Figure 1. Wires at chosen ports, followed through buffers.
(3 px per um)
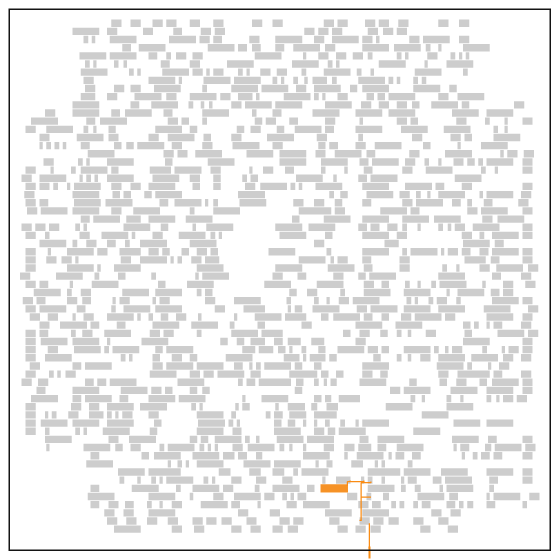
Figure 2. Wire density map.
(2 px per um) The die is cut into 36 by 36 equal tiles; dark blue is low, red is high, scaled to the fullest tile. Values are wire area over tile area, all layers added.
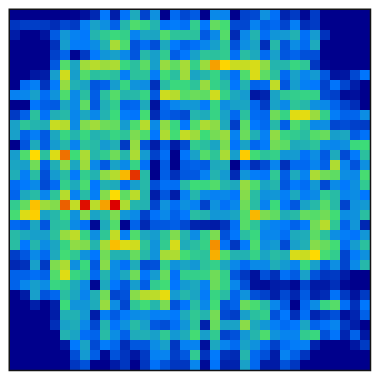
Figure 3. Cell outlines without signal wires.
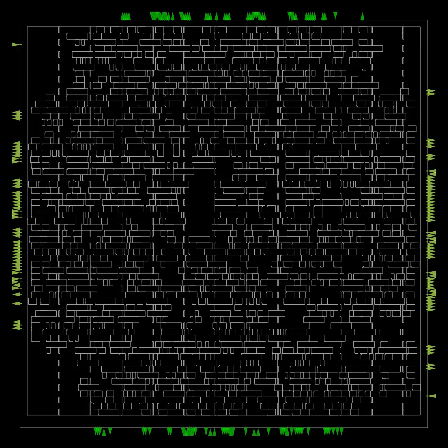
Figure 4. Wiring by layer.
(2 px per um) Only two layers are drawn.
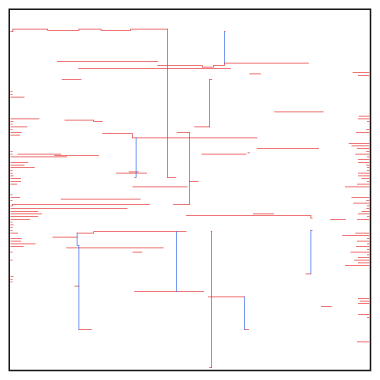
==> config.mk <==
export PLATFORM = sky130hd
export DESIGN_NAME = soc_it_wr_data_packer
export DESIGN_NICKNAME = d
export VERILOG_FILES = /design/src/rtl/soc_it_wr_data_packer.sv
export SDC_FILE = /design/constraint.sdc
export NUM_CORES = 1
export LEC_CHECK = 0
export CAP_MARGIN = 15
export CELL_PAD_IN_SITES_DETAIL_PLACEMENT = 1
export CELL_PAD_IN_SITES_GLOBAL_PLACEMENT = 2
export CORE_MARGIN = 3
export CORE_UTILIZATION = 34
export DETAILED_ROUTE_END_ITERATION = 6
export PLACE_DENSITY_LB_ADDON = 0.2
export RECOVER_POWER = 25
export SLEW_MARGIN = 20
export SYNTH_ARGS = -nofsm -noshare
export SYNTH_HDL_FRONTEND = slang
export SYNTH_SLANG_ARGS = --single-unit
==> constraint.sdc <==
create_clock -name clk -period 2.5 [get_ports clk]
set_input_delay 0.25 -clock clk [delete_from_list [all_inputs] [get_ports clk]]
set_output_delay 0.25 -clock clk [all_outputs]
set_load 0.02 [all_outputs]
==> out/qor.yml <==
outcome:
  outcome: "complete, but fails checks"
  failed_checks: "capacitance limit, slew limit"
die:
  die_w_um: 179.9
  chipArea_sq_um: 32350
  core_sq_um: 29720
placed_design:
  postPlaceCellArea_sq_um: 12620
  place_ws_ns: 0.2304
  dpl.hpwl_um: 18840
pwr:
  p_total_mw: 13.28
  peakVddDrop_mv: 0.4724
  p_per_area_nw_per_um2: 972.2
clock_tree:
  hold_buffers: 1
  post_cts_buffers: 0
grt:
  grt_first_pass_wirelength_um: 47220
  antenna_found_initial: 0
job:
  max_cap_violations: 1
  openroad.warnings: 30
critical_path:
  arrival_ns: 2.70
  ff2ff_setup_slack_ns: 0.26
  path_class: "reg -> reg"
  worstPathRequired_ns: 2.97
worst_hold_path:
  min_path_type: "in -> reg"
route:
  first_iter_violations: 428
  wl_met1_um: 14060
  top_layer_used: "met4"
synthesis:
  top_area_cell: "dfrtp_1"
  synth_cell_types: 34
  syn-instance-count: 848
  ys_seq_frac: 0.6210
  fp_nets: 895
  ys_sh_simple: 0.06173
  ff_type: "dfrtp_1"
  yosys-top-cells-area: "dfrtp_1 (62%), a32o_1 (5.8%), a22o_1 (5.5%)"
  synthTopCellsByCount: "dfrtp_1 (255), nand2_1 (114), o21ai_0 (107)"
  avgSynthCellArea_sq_um: 12.12
  ys_sh_aoi: 0.2170
finish:
  nets: 1066
final_timing:
  slew_viol_final: 62
  fin_setup_tns_ns: 0
Back to the opening pictures, Figure 1:
Orange is `master_datain_src_rdy`, direction output, end cells 1, wire 36.0 um.
port bufs: 191
num ports: 192

Back to the opening pictures, Figure 2:
The mean over all tiles is 0.14. 16% of the tiles are over half the peak. The densest ninth of the die: west.
Wirelength per Cell: 20.62 um
Total GRT Usage: 0.1787
DR vias: 7572

Back to the opening pictures, Figure 3:
Layout Cells excl Fill: 1432
FILL cells: 3117
flop count: 255

Back to the opening pictures, Figure 4:
Blue is met4, wire length 355 um. Red is met3, wire length 1500 um.
DRT Wirelength: 29530 um

cell families after synthesis:
group                      Yosys count
xor gates and xnor gates            15
AOI/OAI and AO/OA                  302
other                                1
DFF                                255
muxes                               41
buffers and inverters               80
and+or+nand+nor                    148
adders and majority gates            6
power breakdown:
group	internal [mW]	switching, mW	leakage (nW)
combinational	1.52	1.87	2.03
sequential	4.84	0.475	3.44
clock	2.85	1.72	0.512
total	9.22	4.06	5.98
final cells by class:
cell class,instances,area [sq um]
Sequential cell,255,6382
Multi-Input combinational cell,513,3545
Clock buffer,40,837.1
Inverter,3,11.26
Timing Repair Buffer,217,2192
Fill cell,3117,16050
Tap cell,390,488.0
Clock inverter,14,207.7
critical path, cell delays in order (launching register included):
cell and delay [ns]:
dfrtp_1 0.42, ha_1 0.24, or2_1 0.38, o21ai_4 0.84, a22o_1 0.24
Power is estimated from default activity; no workload was simulated.
